[src/rtl/rv32_ctrl_pkg.sv]
// Shared encodings for the multi-cycle RV32I control sequencer and its opcode classifier.
package rv32_ctrl_pkg;

    localparam int TMO_W = 10;

    localparam logic [6:0] OPC_LUI    = 7'b0110111;
    localparam logic [6:0] OPC_AUIPC  = 7'b0010111;
    localparam logic [6:0] OPC_JAL    = 7'b1101111;
    localparam logic [6:0] OPC_JALR   = 7'b1100111;
    localparam logic [6:0] OPC_BRANCH = 7'b1100011;
    localparam logic [6:0] OPC_LOAD   = 7'b0000011;
    localparam logic [6:0] OPC_STORE  = 7'b0100011;
    localparam logic [6:0] OPC_OP_IMM = 7'b0010011;
    localparam logic [6:0] OPC_OP     = 7'b0110011;

    typedef enum logic [2:0] {
        ST_IDLE    = 3'd0,
        ST_FETCH   = 3'd1,
        ST_DECODE  = 3'd2,
        ST_EXECUTE = 3'd3,
        ST_MEM     = 3'd4,
        ST_WB      = 3'd5,
        ST_TRAP    = 3'd6
    } state_e;

    typedef enum logic [3:0] {
        CLS_NONE   = 4'd0,
        CLS_LUI    = 4'd1,
        CLS_AUIPC  = 4'd2,
        CLS_JAL    = 4'd3,
        CLS_JALR   = 4'd4,
        CLS_BRANCH = 4'd5,
        CLS_LOAD   = 4'd6,
        CLS_STORE  = 4'd7,
        CLS_OP_IMM = 4'd8,
        CLS_OP     = 4'd9
    } instr_class_e;

    localparam logic [1:0] WB_ALU  = 2'b00;
    localparam logic [1:0] WB_LOAD = 2'b01;
    localparam logic [1:0] WB_PC4  = 2'b10;

    localparam logic [1:0] PC_PLUS4 = 2'b00;
    localparam logic [1:0] PC_IMM   = 2'b01;
    localparam logic [1:0] PC_REG   = 2'b10;

    localparam logic [1:0] TRAP_NONE    = 2'd0;
    localparam logic [1:0] TRAP_ILLEGAL = 2'd1;
    localparam logic [1:0] TRAP_IMEM    = 2'd2;
    localparam logic [1:0] TRAP_DMEM    = 2'd3;

    // Only register-register ALU ops and branch compares take operand B from rs2.
    function automatic logic uses_imm(input instr_class_e cls);
        logic r;
        case (cls)
            CLS_OP, CLS_BRANCH: r = 1'b0;
            default:            r = 1'b1;
        endcase
        return r;
    endfunction

endpackage

[src/rtl/opcode_classifier.sv]
// Combinational RV32I opcode/func3 classifier; flags encodings the core cannot execute.
module opcode_classifier
    import rv32_ctrl_pkg::*;
(
    input  logic [6:0]   opcode,
    input  logic [2:0]   func3,
    output instr_class_e instr_class,
    output logic         illegal
);

    // Map opcode to class; func3 only disqualifies JALR and unsupported load/store widths.
    always_comb begin
        instr_class = CLS_NONE;
        illegal     = 1'b0;
        case (opcode)
            OPC_LUI:    instr_class = CLS_LUI;
            OPC_AUIPC:  instr_class = CLS_AUIPC;
            OPC_JAL:    instr_class = CLS_JAL;
            OPC_JALR: begin
                instr_class = CLS_JALR;
                illegal     = (func3 != 3'd0);
            end
            OPC_BRANCH: instr_class = CLS_BRANCH;
            OPC_LOAD: begin
                instr_class = CLS_LOAD;
                illegal     = (func3 == 3'd3) || (func3 == 3'd6) || (func3 == 3'd7);
            end
            OPC_STORE: begin
                instr_class = CLS_STORE;
                illegal     = (func3 > 3'd2);
            end
            OPC_OP_IMM: instr_class = CLS_OP_IMM;
            OPC_OP:     instr_class = CLS_OP;
            default: begin
                instr_class = CLS_NONE;
                illegal     = 1'b1;
            end
        endcase
    end

endmodule

[src/rtl/multicycle_control_fsm.sv]
// Multi-cycle RV32I control sequencer: fetch/decode/execute/mem/writeback with
// memory-timeout and illegal-instruction traps plus a retired-instruction counter.
module multicycle_control_fsm
    import rv32_ctrl_pkg::*;
#(
    parameter int INSTRET_W = 32,
    parameter int TIMEOUT   = 255
) (
    input  logic                 clk,
    input  logic                 rst_n,
    input  logic                 run,
    input  logic [6:0]           opcode,
    input  logic [2:0]           func3,
    input  logic                 branch_taken,
    input  logic                 imem_ack,
    input  logic                 dmem_ack,
    input  logic                 clear_trap,
    output logic                 imem_req,
    output logic                 ir_write,
    output logic                 dmem_req,
    output logic                 dmem_we,
    output logic                 reg_write,
    output logic [1:0]           wb_sel,
    output logic                 alu_src_imm,
    output logic                 pc_write,
    output logic [1:0]           pc_src,
    output logic [2:0]           state,
    output logic [1:0]           trap_cause,
    output logic [INSTRET_W-1:0] instret
);

    localparam logic [TMO_W-1:0] TMO_LAST = TMO_W'(TIMEOUT - 1);
    localparam logic [INSTRET_W-1:0] INSTRET_ONE = {{(INSTRET_W-1){1'b0}}, 1'b1};

    state_e               state_q, state_d;
    instr_class_e         cls_q, cls_d;
    logic [1:0]           cause_q, cause_d;
    logic [TMO_W-1:0]     tmo_q, tmo_d;
    logic [INSTRET_W-1:0] instret_q, instret_d;

    instr_class_e cls_s;
    logic         illegal_s;
    logic         retire_s;
    logic         waiting_s;
    state_e       after_retire_s;

    opcode_classifier u_classifier (
        .opcode      (opcode),
        .func3       (func3),
        .instr_class (cls_s),
        .illegal     (illegal_s)
    );

    // Next-state and Moore strobes; run only matters in IDLE and at retirement.
    always_comb begin
        state_d        = state_q;
        cls_d          = cls_q;
        cause_d        = cause_q;
        retire_s       = 1'b0;
        waiting_s      = 1'b0;
        after_retire_s = run ? ST_FETCH : ST_IDLE;
        imem_req       = 1'b0;
        ir_write       = 1'b0;
        dmem_req       = 1'b0;
        dmem_we        = 1'b0;
        reg_write      = 1'b0;
        wb_sel         = WB_ALU;
        alu_src_imm    = 1'b0;
        pc_write       = 1'b0;
        pc_src         = PC_PLUS4;
        case (state_q)
            ST_IDLE: begin
                if (run) state_d = ST_FETCH;
                else     state_d = ST_IDLE;
            end
            ST_FETCH: begin
                imem_req = 1'b1;
                if (imem_ack) begin
                    ir_write = 1'b1;
                    state_d  = ST_DECODE;
                end else if (tmo_q == TMO_LAST) begin
                    state_d = ST_TRAP;
                    cause_d = TRAP_IMEM;
                end else begin
                    waiting_s = 1'b1;
                end
            end
            ST_DECODE: begin
                cls_d = cls_s;
                if (illegal_s) begin
                    state_d = ST_TRAP;
                    cause_d = TRAP_ILLEGAL;
                end else begin
                    state_d = ST_EXECUTE;
                end
            end
            ST_EXECUTE: begin
                alu_src_imm = uses_imm(cls_q);
                case (cls_q)
                    CLS_BRANCH: begin
                        pc_write = 1'b1;
                        pc_src   = branch_taken ? PC_IMM : PC_PLUS4;
                        retire_s = 1'b1;
                        state_d  = after_retire_s;
                    end
                    CLS_LOAD, CLS_STORE: state_d = ST_MEM;
                    default:             state_d = ST_WB;
                endcase
            end
            ST_MEM: begin
                dmem_req = 1'b1;
                dmem_we  = (cls_q == CLS_STORE);
                if (dmem_ack) begin
                    if (cls_q == CLS_STORE) begin
                        pc_write = 1'b1;
                        retire_s = 1'b1;
                        state_d  = after_retire_s;
                    end else begin
                        state_d = ST_WB;
                    end
                end else if (tmo_q == TMO_LAST) begin
                    state_d = ST_TRAP;
                    cause_d = TRAP_DMEM;
                end else begin
                    waiting_s = 1'b1;
                end
            end
            ST_WB: begin
                reg_write = 1'b1;
                pc_write  = 1'b1;
                retire_s  = 1'b1;
                state_d   = after_retire_s;
                case (cls_q)
                    CLS_LOAD: begin
                        wb_sel = WB_LOAD;
                        pc_src = PC_PLUS4;
                    end
                    CLS_JAL: begin
                        wb_sel = WB_PC4;
                        pc_src = PC_IMM;
                    end
                    CLS_JALR: begin
                        wb_sel = WB_PC4;
                        pc_src = PC_REG;
                    end
                    default: begin
                        wb_sel = WB_ALU;
                        pc_src = PC_PLUS4;
                    end
                endcase
            end
            ST_TRAP: begin
                if (clear_trap) begin
                    state_d = ST_IDLE;
                    cause_d = TRAP_NONE;
                end else begin
                    state_d = ST_TRAP;
                end
            end
            default: begin
                // Unused encoding 7: recover to a quiet state.
                state_d = ST_IDLE;
                cause_d = TRAP_NONE;
            end
        endcase
    end

    // Timeout counter restarts on any state change; instret wraps naturally.
    always_comb begin
        if (state_d != state_q) tmo_d = '0;
        else if (waiting_s)     tmo_d = tmo_q + {{(TMO_W-1){1'b0}}, 1'b1};
        else                    tmo_d = tmo_q;
        if (retire_s) instret_d = instret_q + INSTRET_ONE;
        else          instret_d = instret_q;
    end

    // State, class, cause, timeout and retire-count registers.
    always_ff @(posedge clk or negedge rst_n) begin
        if (!rst_n) begin
            state_q   <= ST_IDLE;
            cls_q     <= CLS_NONE;
            cause_q   <= TRAP_NONE;
            tmo_q     <= '0;
            instret_q <= '0;
        end else begin
            state_q   <= state_d;
            cls_q     <= cls_d;
            cause_q   <= cause_d;
            tmo_q     <= tmo_d;
            instret_q <= instret_d;
        end
    end

    assign state      = state_q;
    assign trap_cause = cause_q;
    assign instret    = instret_q;

endmodule

[config.mk]
export PLATFORM = sky130hd
export DESIGN_NAME = multicycle_control_fsm
export DESIGN_NICKNAME = d
export VERILOG_FILES = /design/src/rtl/rv32_ctrl_pkg.sv /design/src/rtl/opcode_classifier.sv /design/src/rtl/multicycle_control_fsm.sv
export SDC_FILE = /design/constraint.sdc
export NUM_CORES = 1
export LEC_CHECK = 0
export CORE_MARGIN = 10
export CORE_UTILIZATION = 55
export CTS_CLUSTER_DIAMETER = 150
export CTS_CLUSTER_SIZE = 24
export DETAILED_ROUTE_END_ITERATION = 6
export GPL_ROUTABILITY_DRIVEN = 0
export PLACE_DENSITY = 0.95
export SETUP_SLACK_MARGIN = 0.15
export SLEW_MARGIN = 20
export SYNTH_ARGS = -nofsm -noshare
export SYNTH_HDL_FRONTEND = slang
export SYNTH_HIERARCHICAL = 1
export SYNTH_SLANG_ARGS = --single-unit
[constraint.sdc]
create_clock -name clk -period 3.7 [get_ports clk]
set_input_delay 0.74 -clock clk [delete_from_list [all_inputs] [get_ports clk]]
set_output_delay 0.74 -clock clk [all_outputs]
set_load 0.05 [all_outputs]
==> images/gates.png <==
Bar = 20 um.
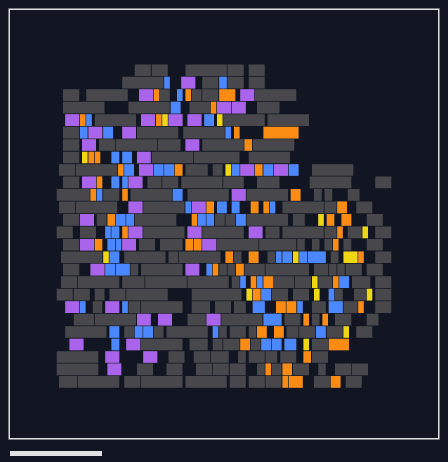
| family | colour | cells |
|---|---|---|
| nand cells | blue | 62 |
| inv cells | yellow | 15 |
| nor cells | orange | 56 |
| xor and xnor cells | purple | 41 |
fraction of area in multi-input gates: 0.415
commonest non-fill, non-tap cell in the layout: clkdlybuf4s50_1

==> images/congestion_map.png <==
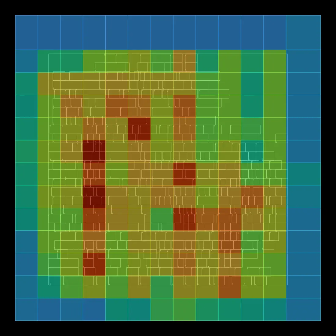
met1 track demand over resource: 0.217
met2 capacity usage during global routing: 0.275
Total GRT Usage: 0.170

==> images/m3.png <==
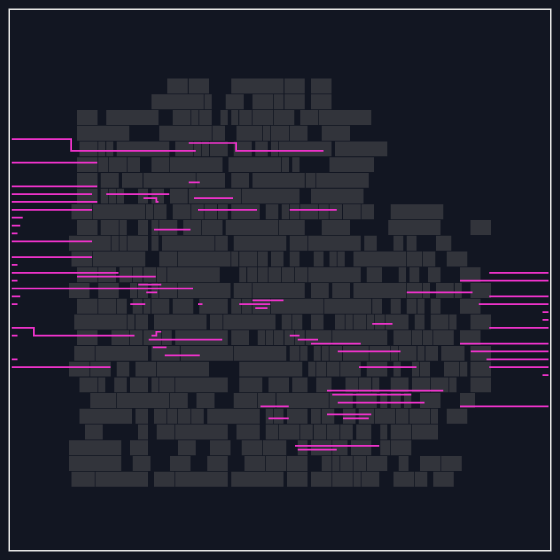
share of all routed wire: 8.4%
nets with wire on the layer: 60
main direction: horizontal
post-detailed-routing wire length: 7260 um
global routing usage on met3: 0.0512
count of vias placed by the detailed router: 2512

==> impl_metrics.tcl <==
# implementation run metrics
set metrics [dict create \
    multiInputCombCellCount 228 \
    post_route_cells_drive_above_1_share 0.0811 \
    initial_utilization 0.573 \
    ff_type "dfrtp_1" \
    floorplan.io_pins 65 \
    buffer_ports.inserted 64 \
    pin_count_of_the_biggest_net_entering_global_routing 52 \
    ys_sh_xor 0.121 \
    and_or_nand_nor_cells_area_fraction 0.265 \
    detail_route.drc_violations 0 \
    final-instance-count-excl-fill 440 \
    p_clk_uw 405 \
    top_layer_used "met4" \
    numClockSinks 51 \
    dominant-cell-class "combinational gates" \
    postSynthCellCount 306 \
    p_clk_frac 0.194 \
    maxPowerGroup "combinational logic" \
    die_h_um 93.4 \
    clock_cell_area_share 0.0310 \
    max_freq_mhz 300 \
    detail_route.vias_per_cell 5.71 \
    common_cells "dfrtp_1, nor2_1, xor2_1" \
    max_stage_delay_ns 0.55 \
    final.period_utilization 0.900 \
    synthArstFlopShare 1.00 \
    cts_made_buffers 5 \
    clock_tree.htree_level_count 2 \
    endpoint_kind "flip-flop" \
    finalMaxSlewViolations 0 \
    diodes 0 \
    finalClockSkew_ns 0.00781 \
    global_route_wire_length_before_repair_um 12200 \
    fp.dieArea_um2 8720 \
    tightest_pin_transition_ns 0.642 \
    sequentialPowerShare 0.339 \
    postSynthSeqShare 0.431 \
    critPathSlowestCell "clkdlybuf4s50_1" \
    critical_path_peak_fanout 10 \
    largest_register_ff_count 32 \
    outcome "finished clean" \
    post_synth_num_cell_types 55 \
    dr.first_iter.drc_count 185 \
    ys_cells 306 \
    comb_group_uw 975 \
    final_layout_top_logic_cells "clkdlybuf4s50_1, dfrtp_1, nor2_1" \
    grt_antenna_before_repair 0 \
    hold_ws_ns 0.453 \
    power.switching_fraction 0.433 \
    post_cts.resized_instances 0 \
    detailedRoute.firstPassIterationCount 5 \
    smallest_setup_slack_after_layout_ns 0.368 \
    max-cap-violations 0 \
    power.net_switching_uw 904 \
    r2r_setup_slack_ns 1.19 \
    n_all_inverters 15 \
    cts_max_path_buffers 2 \
    synth_top_area_share 0.431 \
    slew_headroom 0.572 \
    placementRows 26 \
    final_cell_area_um2 3790 \
    post_dp_cell_area_um2 3670 \
    hold_path.class "in -> async" \
    worst_ep_required_time_ns 3.91 \
    post-place-ws_ns 0.0974 \
    grt_overflow 0 \
    seq_share 0.336 \
    route.detailed.wl_per_inst_um 16.5 \
    worst-setup-path-type "in -> reg" \
    report.final.hold_viol_count 0 \
    globalRoute.busiestLayer "met2" \
    synth.area.top_cells "dfrtp_1, xor2_1, xnor2_1" \
    clockBufferCount 6 \
    cpLargestDelayFamily "AND-OR/OR-AND gates" \
    timing.final.setup_violations 0 \
    dr_wl_met3_um 610 \
    log.warning_count 27 \
    clock_tree_from_tritoncts "yes" \
    ys_seq_elements 51 \
    power.density_nw_per_um2 550 \
]
-- kinds of logic (layout without fill, tap and decap cells) --
kind of cell,count (synthesis),count (layout)
muxes,7,7
buffers and inverters,27,91
and+or+nand+nor,139,139
adders and majority gates,3,3
AOI/OAI and AO/OA,38,38
xor gates and xnor gates,41,41
DFF,51,51
-- path summary, 6_finish.rpt --
kind,startpoint,to,cells after the start
setup / recovery,opcode[2],tmo_q[6]$_DFFE_PN0P_,10
hold reg to reg,instret[31]$_DFFE_PN0P_,instret[31]$_DFFE_PN0P_,1
hold / removal,rst_n,cls_q[1]$_DFFE_PN0P_,1
setup reg to reg,state[0]$_DFF_PN0_,instret[31]$_DFFE_PN0P_,5
max in group asynchronous,rst_n,instret[29]$_DFFE_PN0P_,1
min in group clk,instret[31]$_DFFE_PN0P_,instret[31]$_DFFE_PN0P_,1
